--- src/rtl/placement_readback.sv ---
// Read-only post-placement checker: walks every node id, fetches its (x,y) from the
// position RAMs, cross-checks the grid RAM and streams one tagged tuple per node.
module placement_readback #(
    parameter int N       = 9,
    parameter int N_NODES = 128,
    parameter int CNT_W   = 16
) (
    input  logic             clk,
    input  logic             reset,
    input  logic             start,
    output logic             rePX,
    output logic [31:0]      addrPX,
    input  logic [31:0]      doutPX,
    output logic             rePY,
    output logic [31:0]      addrPY,
    input  logic [31:0]      doutPY,
    output logic             reGrid,
    output logic [31:0]      addrGrid,
    input  logic [31:0]      doutGrid,
    output logic             out_valid,
    input  logic             out_ready,
    output logic [31:0]      out_node,
    output logic [31:0]      out_x,
    output logic [31:0]      out_y,
    output logic [2:0]       out_flags,
    output logic             busy,
    output logic             done,
    output logic [CNT_W-1:0] n_unplaced,
    output logic [CNT_W-1:0] n_range,
    output logic [CNT_W-1:0] n_mismatch
);
    localparam logic [2:0] S_IDLE      = 3'd0;
    localparam logic [2:0] S_RD_POS    = 3'd1;
    localparam logic [2:0] S_WAIT_POS  = 3'd2;
    localparam logic [2:0] S_CHK       = 3'd3;
    localparam logic [2:0] S_RD_GRID   = 3'd4;
    localparam logic [2:0] S_WAIT_GRID = 3'd5;
    localparam logic [2:0] S_CMP       = 3'd6;
    localparam logic [2:0] S_EMIT      = 3'd7;

    localparam logic [31:0] LAST_NODE = 32'(N_NODES - 1);

    logic [2:0]  state_reg;
    logic [31:0] node_reg, x_reg, y_reg, addr_grid_reg;
    logic [2:0]  flags_reg;
    logic        valid_reg, busy_reg, done_reg;

    logic signed [31:0] px_s, py_s, n_s, grid_addr_s;
    logic               is_unplaced, is_out_of_range, grid_hit;
    logic [2:0]         cnt_inc;
    logic               cnt_clr;
    logic [2:0][CNT_W-1:0] cnt_val;

    // Position data is consumed straight off the RAM outputs in CHK; grid data in CMP.
    assign px_s            = signed'(doutPX);
    assign py_s            = signed'(doutPY);
    assign n_s             = 32'(N);
    assign grid_addr_s     = px_s * n_s + py_s;
    assign is_unplaced     = (px_s == -32'sd1) || (py_s == -32'sd1);
    assign is_out_of_range = (px_s < 0) || (px_s >= n_s) || (py_s < 0) || (py_s >= n_s);
    assign grid_hit        = (doutGrid == node_reg);

    always_comb begin
        cnt_inc = '0;
        if (state_reg == S_CHK) begin
            if (is_unplaced)          cnt_inc[0] = 1'b1;
            else if (is_out_of_range) cnt_inc[1] = 1'b1;
        end
        if (state_reg == S_CMP && !grid_hit) cnt_inc[2] = 1'b1;
    end

    assign cnt_clr = (state_reg == S_IDLE) && start;

    for (genvar gi = 0; gi < 3; gi++) begin : g_cnt
        logic [CNT_W-1:0] c_reg;
        always_ff @(posedge clk) begin
            if (reset || cnt_clr)
                c_reg <= '0;
            else if (cnt_inc[gi] && (c_reg != {CNT_W{1'b1}}))
                c_reg <= c_reg + 1'b1;
        end
        assign cnt_val[gi] = c_reg;
    end

    always_ff @(posedge clk) begin
        if (reset) begin
            state_reg     <= S_IDLE;
            node_reg      <= '0;
            x_reg         <= '0;
            y_reg         <= '0;
            addr_grid_reg <= '0;
            flags_reg     <= '0;
            valid_reg     <= 1'b0;
            busy_reg      <= 1'b0;
            done_reg      <= 1'b0;
        end else begin
            case (state_reg)
                S_IDLE: begin
                    if (start) begin
                        node_reg  <= '0;
                        done_reg  <= 1'b0;
                        busy_reg  <= 1'b1;
                        state_reg <= S_RD_POS;
                    end
                end
                S_RD_POS:   state_reg <= S_WAIT_POS;
                S_WAIT_POS: state_reg <= S_CHK;
                S_CHK: begin
                    x_reg <= doutPX;
                    y_reg <= doutPY;
                    if (is_unplaced) begin
                        flags_reg <= 3'b001;
                        valid_reg <= 1'b1;
                        state_reg <= S_EMIT;
                    end else if (is_out_of_range) begin
                        flags_reg <= 3'b010;
                        valid_reg <= 1'b1;
                        state_reg <= S_EMIT;
                    end else begin
                        addr_grid_reg <= grid_addr_s;
                        state_reg     <= S_RD_GRID;
                    end
                end
                S_RD_GRID:   state_reg <= S_WAIT_GRID;
                S_WAIT_GRID: state_reg <= S_CMP;
                S_CMP: begin
                    flags_reg <= grid_hit ? 3'b000 : 3'b100;
                    valid_reg <= 1'b1;
                    state_reg <= S_EMIT;
                end
                S_EMIT: begin
                    // Dropping valid here guarantees a gap cycle before the next tuple.
                    if (out_ready) begin
                        valid_reg <= 1'b0;
                        if (node_reg == LAST_NODE) begin
                            busy_reg  <= 1'b0;
                            done_reg  <= 1'b1;
                            state_reg <= S_IDLE;
                        end else begin
                            node_reg  <= node_reg + 32'd1;
                            state_reg <= S_RD_POS;
                        end
                    end
                end
                default: state_reg <= S_IDLE;
            endcase
        end
    end

    assign rePX       = (state_reg == S_RD_POS);
    assign rePY       = (state_reg == S_RD_POS);
    assign reGrid     = (state_reg == S_RD_GRID);
    assign addrPX     = node_reg;
    assign addrPY     = node_reg;
    assign addrGrid   = addr_grid_reg;
    assign out_valid  = valid_reg;
    assign out_node   = node_reg;
    assign out_x      = x_reg;
    assign out_y      = y_reg;
    assign out_flags  = flags_reg;
    assign busy       = busy_reg;
    assign done       = done_reg;
    assign n_unplaced = cnt_val[0];
    assign n_range    = cnt_val[1];
    assign n_mismatch = cnt_val[2];
endmodule

--- config.mk ---
export PLATFORM = sky130hd
export DESIGN_NAME = placement_readback
export DESIGN_NICKNAME = d
export VERILOG_FILES = /design/src/rtl/placement_readback.sv
export SDC_FILE = /design/constraint.sdc
export NUM_CORES = 1
export LEC_CHECK = 0
export ABC_AREA = 1
export CORE_ASPECT_RATIO = 2
export CORE_MARGIN = 10
export CORE_UTILIZATION = 46
export DETAILED_ROUTE_END_ITERATION = 10
export GPL_ROUTABILITY_DRIVEN = 0
export HOLD_SLACK_MARGIN = 0.15
export PLACE_DENSITY = 0.82
export REMOVE_ABC_BUFFERS = 1
export SYNTH_ARGS = -nofsm -noshare
export SYNTH_HDL_FRONTEND = slang
export SYNTH_SLANG_ARGS = --single-unit
--- constraint.sdc ---
create_clock -name clk -period 4.2 [get_ports clk]
set_input_delay 0.63 -clock clk [delete_from_list [all_inputs] [get_ports clk]]
set_output_delay 0.63 -clock clk [all_outputs]
set_load 0.01 [all_outputs]
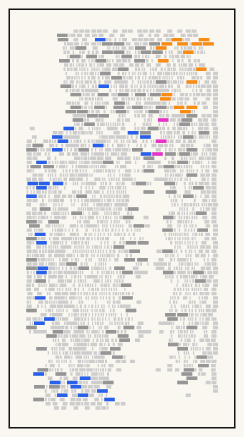
*Sequential cells grouped by signal name*
legend:
  `out_x`:
    colour: blue
    sequential_cells: 32
  `n_mismatch`:
    colour: orange
    sequential_cells: 16
    where: upper right
  `state_reg`:
    colour: magenta
    sequential_cells: 3
not coloured: 134
Seq group: 0.00189 W
flop share of the area: 20.27%
register area: 3704 µm²
Final Util: 60.31%

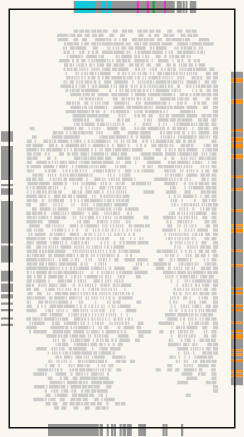
*I/O pins on the die edge*
Pins as bars across the die edge, other pins in grey.
legend:
  `out_flags`:
    colour: magenta
    pins: 3
    direction: output
    edge: top
  `rePY`:
    colour: green
    pins: 1
    direction: output
    edge: top
  `n_range`:
    colour: cyan
    pins: 16
    direction: output
    edge: top
  `addrPY`:
    colour: orange
    pins: 32
    direction: output
    edge: right
all pins by edge: 148 right, 79 top, 68 left, 54 bottom
Chip Width: 144.0 µm
PortBufs: 348
die height: 267.9 µm

==> impl_metrics.toml <==
# implementation run metrics
[critical_path]
path_buffers = 5
worstSetupStartpoint = "doutPX[11]"
slowest_stage = "clkdlybuf4s50_1"
r2r_cells = 10
regToRegStartpoint = "addrPX[0]"
worstPathCellList = "clkdlybuf4s50_1, ha_1, ha_1, inv_1, fa_1, inv_1, ha_1, a21oi_1, inv_1, nor2_1, nand3_1, nand3_1, nand2_1, nand2_1, nand3_1, nand2_1, inv_1"

[min_path]
hold_depth = 2
worstHoldStart = "out_valid"

[yosys]
syn_area_um2 = 14140
ys_chip_area_um2 = 14140
synth_seq_share_pct = 26.20
dominantRegCellSynth = "dfxtp_1"

[clock_tree]
root_buffer = "clkbuf_16"

[final_layout]
final_nets = 2690
antennaDiodeCount = 4
dominant_cells = "multi-input combinational cells"
buf_share_pct = 20.92
logic_area_um2 = 8382
clk_share_pct = 3.411

[pwr]
p_per_area_nw_per_um2 = 309.1
intPower_w = 0.003509

[outcome]
status = "finished clean"

[floorplan]
io_pins = 349

[route]
ant_nets = 0
drc_errors = 0

[sta]
setup_violations = 0
max_slew_margin_pct = 41.52

[global_route]
grt_overflow = 0
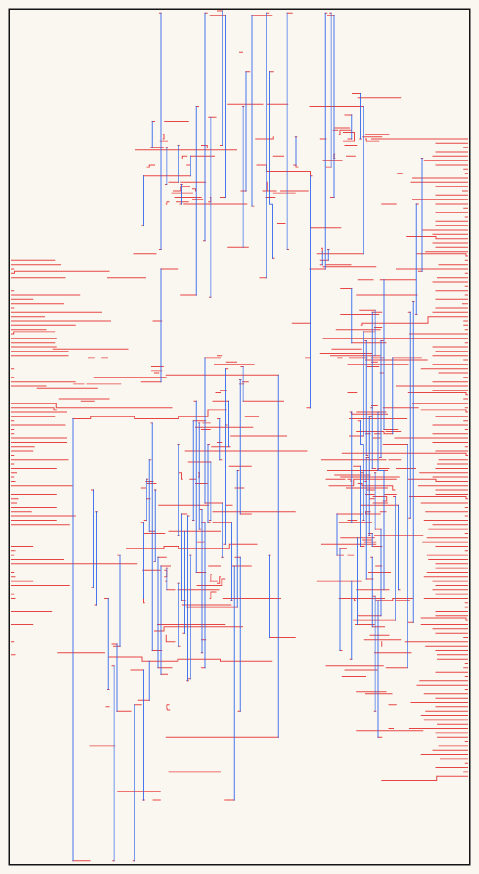
*Metal layers overlaid*
Two of the layers only.
legend:
  metal 3:
    colour: red
    wire_length: 4440 µm
  metal 4:
    colour: blue
    wire_length: 3900 µm
final wirelength: 53.45 mm
DR WL/cell: 18.74 µm
vias: 15610

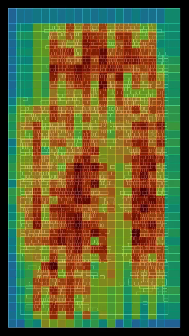
*Routing congestion map*
GR Util met3: 6.240%
gr busiest metal: met2
grt met2 use: 49.20%
Total GRT Usage: 26.55%
Global Route met1 Usage: 24.20%

kinds of logic after synthesis:
family / synth area share [%]
buffers and inverters: 14.51
AOI/OAI and AO/OA: 8.975
and+or+nand+nor: 32.31
xor gates and xnor gates: 5.638
adders and majority gates: 12.37
DFF: 26.20
power by group through the flow:
stage | combinational [W] | clock [W] | sequential [W]
finish | 0.00201 | 0.00174 | 0.00189
detailed placement | 0.00195 | 0 | 0.00192
floorplan | 0.00115 | 0 | 0.00195
global placement | 0.00191 | 0 | 0.00192
global route | 0.00221 | 0.00184 | 0.00190
CTS | 0.00197 | 0.00177 | 0.00189
routing by layer:
layer | vias up | part of all wire (%) | track usage (%)
met5 | - | 0 | 0
met4 | 0 | 7.3 | 19.77
met3 | 221 | 8.3 | 6.240
met2 | 822 | 52 | 49.20
met1 | 7167 | 32 | 24.20
li1 | 7396 | - | -
metrics by stage:
| stage | worst slack [ns] | hold WS (ns) | std cells | total power [W] |
|---|---|---|---|---|
| after floorplan | 0.9877 | 0.4712 | 2056 | 0.003100 |
| after global placement | 0.1213 | 0.4466 | 2816 | 0.003828 |
| after detailed placement | 0.08274 | 0.4492 | 2816 | 0.003872 |
| after CTS | 0.5707 | 0.4617 | 2848 | 0.005622 |
| after global routing | 0.2737 | 0.4968 | 2851 | 0.005945 |
| final | 0.3490 | 0.4671 | 2852 | 0.005646 |
placed cells by master, fill, tap and decap left out, types with 4 or more instances in the layout:
master           count
a21oi_1            149
inv_2                6
nand3_2              4
nor3_1              41
xor2_1              44
nor2_1             325
nand4_1             73
nand2_1            474
nor2_2               8
fa_1                28
nor2_4               4
inv_8                4
o21bai_1             6
xnor2_1             47
ha_1                95
clkbuf_16           17
dfxtp_1            185
clkdlybuf4s50_1    347
diode_2              4
nand3_1            119
buf_4               43
inv_1              332
o21ai_0             92
Power is estimated from default activity; no workload was simulated.
